[config.mk]
export PLATFORM = sky130hd
export DESIGN_NAME = zorro_slot_arbiter
export DESIGN_NICKNAME = d
export VERILOG_FILES = /design/src/rtl/zorro_arb_pkg.sv /design/src/rtl/zorro_rr_pick.sv /design/src/rtl/zorro_slot_arbiter.sv
export SDC_FILE = /design/constraint.sdc
export NUM_CORES = 1
export LEC_CHECK = 0
export ABC_AREA = 1
export CORE_MARGIN = 1.5
export CORE_UTILIZATION = 54
export CTS_CLUSTER_SIZE = 10
export DETAILED_ROUTE_END_ITERATION = 12
export GPL_ROUTABILITY_DRIVEN = 1
export HOLD_SLACK_MARGIN = 0.02
export PLACE_DENSITY = 0.73
export SYNTH_ARGS = -nofsm -noshare
export SYNTH_HDL_FRONTEND = slang
export SYNTH_HIERARCHICAL = 1
export SYNTH_SLANG_ARGS = --single-unit
[constraint.sdc]
create_clock -name clk100 -period 4 [get_ports clk100]
set_input_delay 0.4 -clock clk100 [delete_from_list [all_inputs] [get_ports clk100]]
set_output_delay 0.4 -clock clk100 [all_outputs]
set_load 0.05 [all_outputs]
[src/rtl/zorro_arb_pkg.sv]
// Shared types and constants for the Zorro III slot arbiter.
// Imported by the arbiter top and its round-robin picker.
package zorro_arb_pkg;

  typedef enum logic [2:0] {
    ST_IDLE,
    ST_ACQUIRE,
    ST_GRANT,
    ST_OWNED,
    ST_RELEASE
  } arb_state_e;

  localparam int NUM_SLOTS = 5;
  localparam logic [2:0] SLOT_NONE = 3'd7;
  localparam int TMO_W = 5;

  function automatic logic [NUM_SLOTS-1:0] grant_mask_n(
    input logic [2:0] slot
  );
    return ~(NUM_SLOTS'(1) << slot);
  endfunction

endpackage

[src/rtl/zorro_rr_pick.sv]
// Combinational round-robin picker over the slot requests.
// Search starts at last_i+1 and wraps modulo NUM_SLOTS.
module zorro_rr_pick
  import zorro_arb_pkg::*;
(
  input  logic [NUM_SLOTS-1:0] req_i,
  input  logic [2:0]           last_i,
  output logic [2:0]           winner_o,
  output logic                 valid_o
);

  logic [2:0] idx;

  // Walk from the farthest slot back so the nearest one wins.
  always_comb begin
    winner_o = SLOT_NONE;
    valid_o  = 1'b0;
    idx      = '0;
    for (int k = NUM_SLOTS; k >= 1; k--) begin
      idx = 3'((int'(last_i) + k) % NUM_SLOTS);
      if (req_i[idx]) begin
        winner_o = idx;
        valid_o  = 1'b1;
      end
    end
  end

endmodule

[src/rtl/zorro_slot_arbiter.sv]
// Zorro III expansion-slot round-robin bus arbiter.
// Decisions are taken on synchronized C7M rising edges.
module zorro_slot_arbiter
  import zorro_arb_pkg::*;
#(
  parameter int GRANT_TIMEOUT = 16,
  parameter int SYNC_STAGES   = 2
) (
  input  logic       clk100,
  input  logic       reset_n_in,
  input  logic       c7m_in,
  input  logic [4:0] ebr_n_in,
  input  logic       ebgack_n_in,
  input  logic       cpu_bus_released,
  input  logic       access_state_idle,
  output logic       cpu_bus_req,
  output logic [4:0] ebg_n_out,
  output logic [4:0] ebg_n_oe,
  output logic [2:0] slot_owner,
  output logic       timeout_pulse
);

  localparam logic [TMO_W:0] TMO_LIM =
    (TMO_W+1)'(GRANT_TIMEOUT);

  logic [SYNC_STAGES-1:0] c7m_sync_q;
  logic [SYNC_STAGES-1:0] ack_sync_q;
  logic [NUM_SLOTS-1:0]   ebr_sync_q [SYNC_STAGES];
  logic                   c7m_prev_q;
  logic                   rise_q;

  arb_state_e           state_q;
  logic [2:0]           last_q;
  logic [2:0]           owner_q;
  logic [TMO_W-1:0]     cnt_q;
  logic [NUM_SLOTS-1:0] ebg_q;
  logic [NUM_SLOTS-1:0] oe_q;
  logic                 bus_req_q;
  logic                 tp_q;

  logic [NUM_SLOTS-1:0] req;
  logic                 ack;
  logic                 any_req;
  logic [2:0]           pick_slot;
  logic                 pick_valid;
  logic [TMO_W:0]       cnt_inc;
  logic                 tmo_hit;

  always_ff @(posedge clk100 or negedge reset_n_in) begin
    if (!reset_n_in) begin
      c7m_sync_q <= '0;
      ack_sync_q <= '1;
      for (int i = 0; i < SYNC_STAGES; i++)
        ebr_sync_q[i] <= '1;
      c7m_prev_q <= 1'b0;
      rise_q     <= 1'b0;
    end else begin
      c7m_sync_q <= {c7m_sync_q[SYNC_STAGES-2:0], c7m_in};
      ack_sync_q <= {ack_sync_q[SYNC_STAGES-2:0], ebgack_n_in};
      ebr_sync_q[0] <= ebr_n_in;
      for (int i = 1; i < SYNC_STAGES; i++)
        ebr_sync_q[i] <= ebr_sync_q[i-1];
      c7m_prev_q <= c7m_sync_q[SYNC_STAGES-1];
      rise_q     <= c7m_sync_q[SYNC_STAGES-1] & ~c7m_prev_q;
    end
  end

  assign req     = ~ebr_sync_q[SYNC_STAGES-1];
  assign ack     = ~ack_sync_q[SYNC_STAGES-1];
  assign any_req = |req;
  assign cnt_inc = {1'b0, cnt_q} + 1'b1;
  assign tmo_hit = cnt_inc >= TMO_LIM;

  zorro_rr_pick u_pick (
    .req_i    (req),
    .last_i   (last_q),
    .winner_o (pick_slot),
    .valid_o  (pick_valid)
  );

  always_ff @(posedge clk100 or negedge reset_n_in) begin
    if (!reset_n_in) begin
      state_q   <= ST_IDLE;
      last_q    <= 3'd4;
      owner_q   <= SLOT_NONE;
      cnt_q     <= '0;
      ebg_q     <= '1;
      oe_q      <= '0;
      bus_req_q <= 1'b0;
      tp_q      <= 1'b0;
    end else begin
      oe_q <= '1;
      tp_q <= 1'b0;
      if (rise_q) begin
        unique case (state_q)
          ST_IDLE: begin
            if (any_req) begin
              state_q   <= ST_ACQUIRE;
              bus_req_q <= 1'b1;
            end
          end
          ST_ACQUIRE: begin
            if (!any_req) begin
              state_q   <= ST_IDLE;
              bus_req_q <= 1'b0;
            end else if (cpu_bus_released &&
                         access_state_idle) begin
              state_q <= ST_GRANT;
              ebg_q   <= grant_mask_n(pick_slot);
              owner_q <= pick_slot;
              last_q  <= pick_slot;
              cnt_q   <= '0;
            end
          end
          // Ack wins over request drop, drop wins over timeout.
          ST_GRANT: begin
            if (ack) begin
              state_q <= ST_OWNED;
              ebg_q   <= '1;
            end else if (!req[owner_q]) begin
              state_q <= ST_RELEASE;
              ebg_q   <= '1;
              owner_q <= SLOT_NONE;
            end else if (tmo_hit) begin
              state_q <= ST_RELEASE;
              ebg_q   <= '1;
              owner_q <= SLOT_NONE;
              tp_q    <= 1'b1;
            end else if (cnt_q != '1) begin
              cnt_q <= cnt_inc[TMO_W-1:0];
            end
          end
          ST_OWNED: begin
            if (!ack) begin
              state_q <= ST_RELEASE;
              owner_q <= SLOT_NONE;
            end
          end
          ST_RELEASE: begin
            if (pick_valid) begin
              state_q <= ST_GRANT;
              ebg_q   <= grant_mask_n(pick_slot);
              owner_q <= pick_slot;
              last_q  <= pick_slot;
              cnt_q   <= '0;
            end else begin
              state_q   <= ST_IDLE;
              bus_req_q <= 1'b0;
            end
          end
          default: state_q <= ST_IDLE;
        endcase
      end
    end
  end

  assign cpu_bus_req   = bus_req_q;
  assign ebg_n_out     = ebg_q;
  assign ebg_n_oe      = oe_q;
  assign slot_owner    = owner_q;
  assign timeout_pulse = tp_q;

endmodule
==> results.json <==
{
  "outcome": "finished, final reports clean",
  "maxCapViolCount": 0,
  "period_needed_ns": 3.867,
  "ctsResizeCount": 4,
  "grt_util_met3": 0.04176,
  "final_cell_mix": "nand2_1 (127), nand3_1 (62), inv_1 (56)",
  "hp-class": "input port to asynchronous set/reset pin",
  "grt_pass1_wl_um": 12910,
  "top_cells_by_area": "dfstp_2 (16%), nand2_1 (16%), dfrtp_1 (12%)",
  "relSlewSlack": 0.4537,
  "vias": 3308,
  "stdcell_count": 613,
  "lay_top_count": "nand2_1",
  "postCtsSetupBuffers": 2,
  "grt_usage": 0.2450,
  "grt_pass1_vias": 2952,
  "synthArstFlopShare": 1.000,
  "postSynthSeqShare": 0.2848,
  "synth.cell_area_mm2": 0.003431,
  "comb_share": 0.5597,
  "place_area_mm2": 0.003759,
  "drcViolationCount": 0,
  "fin_area_mm2": 0.004194,
  "crit_type": "flop to flop",
  "cp-start-kind": "flop",
  "synth.net_count": 531,
  "synth-cells-yosys": 492,
  "finalSetupViolations": 0,
  "syn_inst": 492,
  "fillers": 504,
  "netlist.area_leader.share": 0.1608,
  "antenna_found_initial": 0,
  "top_area_cell_class": "multi-input combinational cells",
  "ff_count": 38,
  "area_delta_synth_final_pct": 22.25,
  "fin_crit_sh": 0.9667,
  "slowest_delay_ns": 0.60,
  "cts_buffers": 5,
  "drtPass1Iterations": 5,
  "ys_top_cells_by_count": "nand2_1 (147), nand3_1 (67), inv_1 (61), nor2_1 (32), ha_1 (28)",
  "drive_gt1_frac": 0.2825,
  "place_congestion": 0.9300,
  "clock_buffer_count": 6,
  "path_clk_slew_ns": 0.09,
  "overflow": 0,
  "multi_input_comb_cells": 377,
  "wl_met1_um": 3676,
  "slew_violations": 0
}
==> worst max-delay path, delay by kind of cell, from the launching register on <==
family | cells | cell delay (ns)
adders and majority gates | 2 | 0.42
buffers and inverters | 4 | 0.32
DFF | 1 | 0.60
and+or+nand+nor | 22 | 2.18
xor gates and xnor gates | 1 | 0.24
==> worst paths after layout <==
path	startpoint	end	cells past startpoint
max in group asynchronous	reset_n_in	last_q[1]	1
max reg2reg	last_q[2]	slot_owner[1]	29
min in group clk100	c7m_sync_q[0]	c7m_sync_q[1]	0
min reg2reg	c7m_sync_q[0]	c7m_sync_q[1]	0
min	reset_n_in	timeout_pulse	1
max	last_q[2]	slot_owner[1]	29
==> logic make-up (layout without fill, tap and decap cells) <==
family,Yosys count,after routing,synth area share
adder cells (fa/ha/maj),28,28,0.1021
XOR/XNOR,7,7,0.02006
buffers and inverters,77,123,0.09482
other,1,1,0.001093
AND-OR/OR-AND,36,36,0.06456
AND/OR/NAND/NOR,305,305,0.4325
flip-flops,38,38,0.2848
==> stage by stage <==
stage	setup TNS (ns)	hold slack (ns)
2_1_floorplan	0	0.1044
3_3_place_gp	0	0.3403
3_5_place_dp	-0.02659	0.3371
4_1_cts	0	0.2202
5_1_grt	-1.482	0.2596
6_report	0	0.1935
==> registers in the layout (all words and copies together) (netlist names), 2 cells and up <==
register / count
ack_sync_q: 2
c7m_sync_q: 2
cnt_q: 5
ebg_n_out: 5
ebr_sync_q: 10
last_q: 3
slot_owner: 3
state_q: 3
clock_wires.png
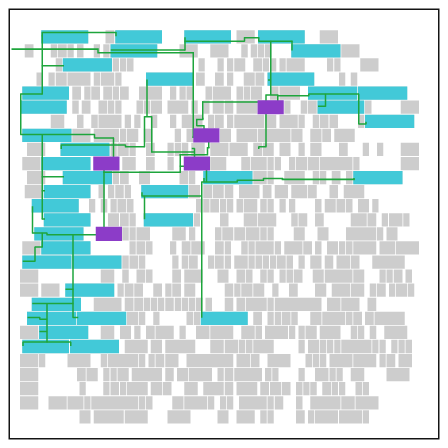
[purple] clock-net drivers | count: 5
[green] clock wires | length: 519 µm
[cyan] flip-flops | count: 38
flops lie: all over the die
routed clock nets: 6
clk_lat worst skew: 0.30 ns
Clock Skew: 0.01456 ns

port_trees.png
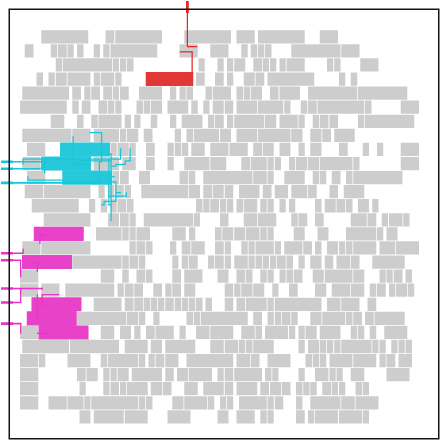
| color | port | direction | edge | end cells | buffers | wire |
|---|---|---|---|---|---|---|
| red | `timeout_pulse` | output | top | 1 | 1 | 15.4 µm |
| cyan | `slot_owner` | output | left | 3 | 3 | 140 µm |
| magenta | `ebr_n_in` | input | left | 5 | 5 | 38.9 µm |
Port Buf Inserts: 25
IO Pins: 26

layers.png
The bar under the picture is 20 µm long.
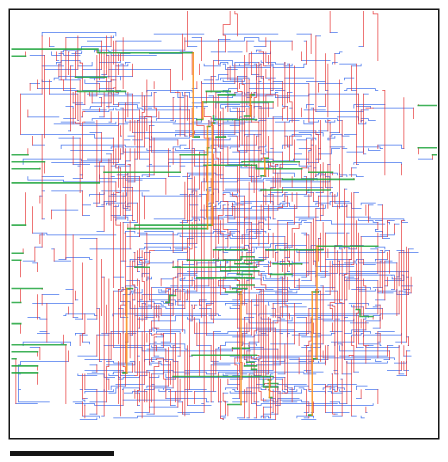
| color | layer | wire length |
|---|---|---|
| orange | M4 | 154 µm |
| green | M3 | 455 µm |
| blue | M1 | 3680 µm |
| red | M2 | 3960 µm |

placed.png
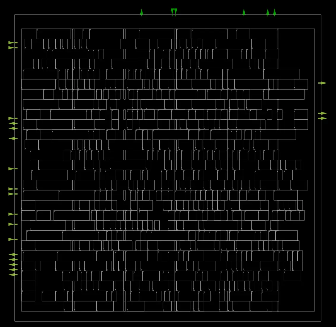
core area: 0.006026 mm²
well tap count: 75

pinout.png
Pins as bars across the die edge, other pins in gray.
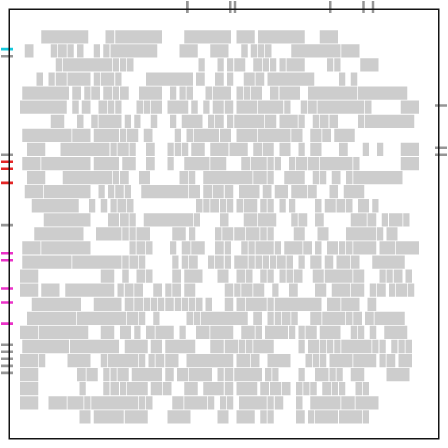
| color | port | pins | direction | edge |
|---|---|---|---|---|
| cyan | `clk100` | 1 | input | left |
| red | `slot_owner` | 3 | output | left |
| magenta | `ebr_n_in` | 5 | input | left |
all pins by edge: 17 left, 6 top, 3 right
Die H: 82.71 µm
die width: 82.71 µm

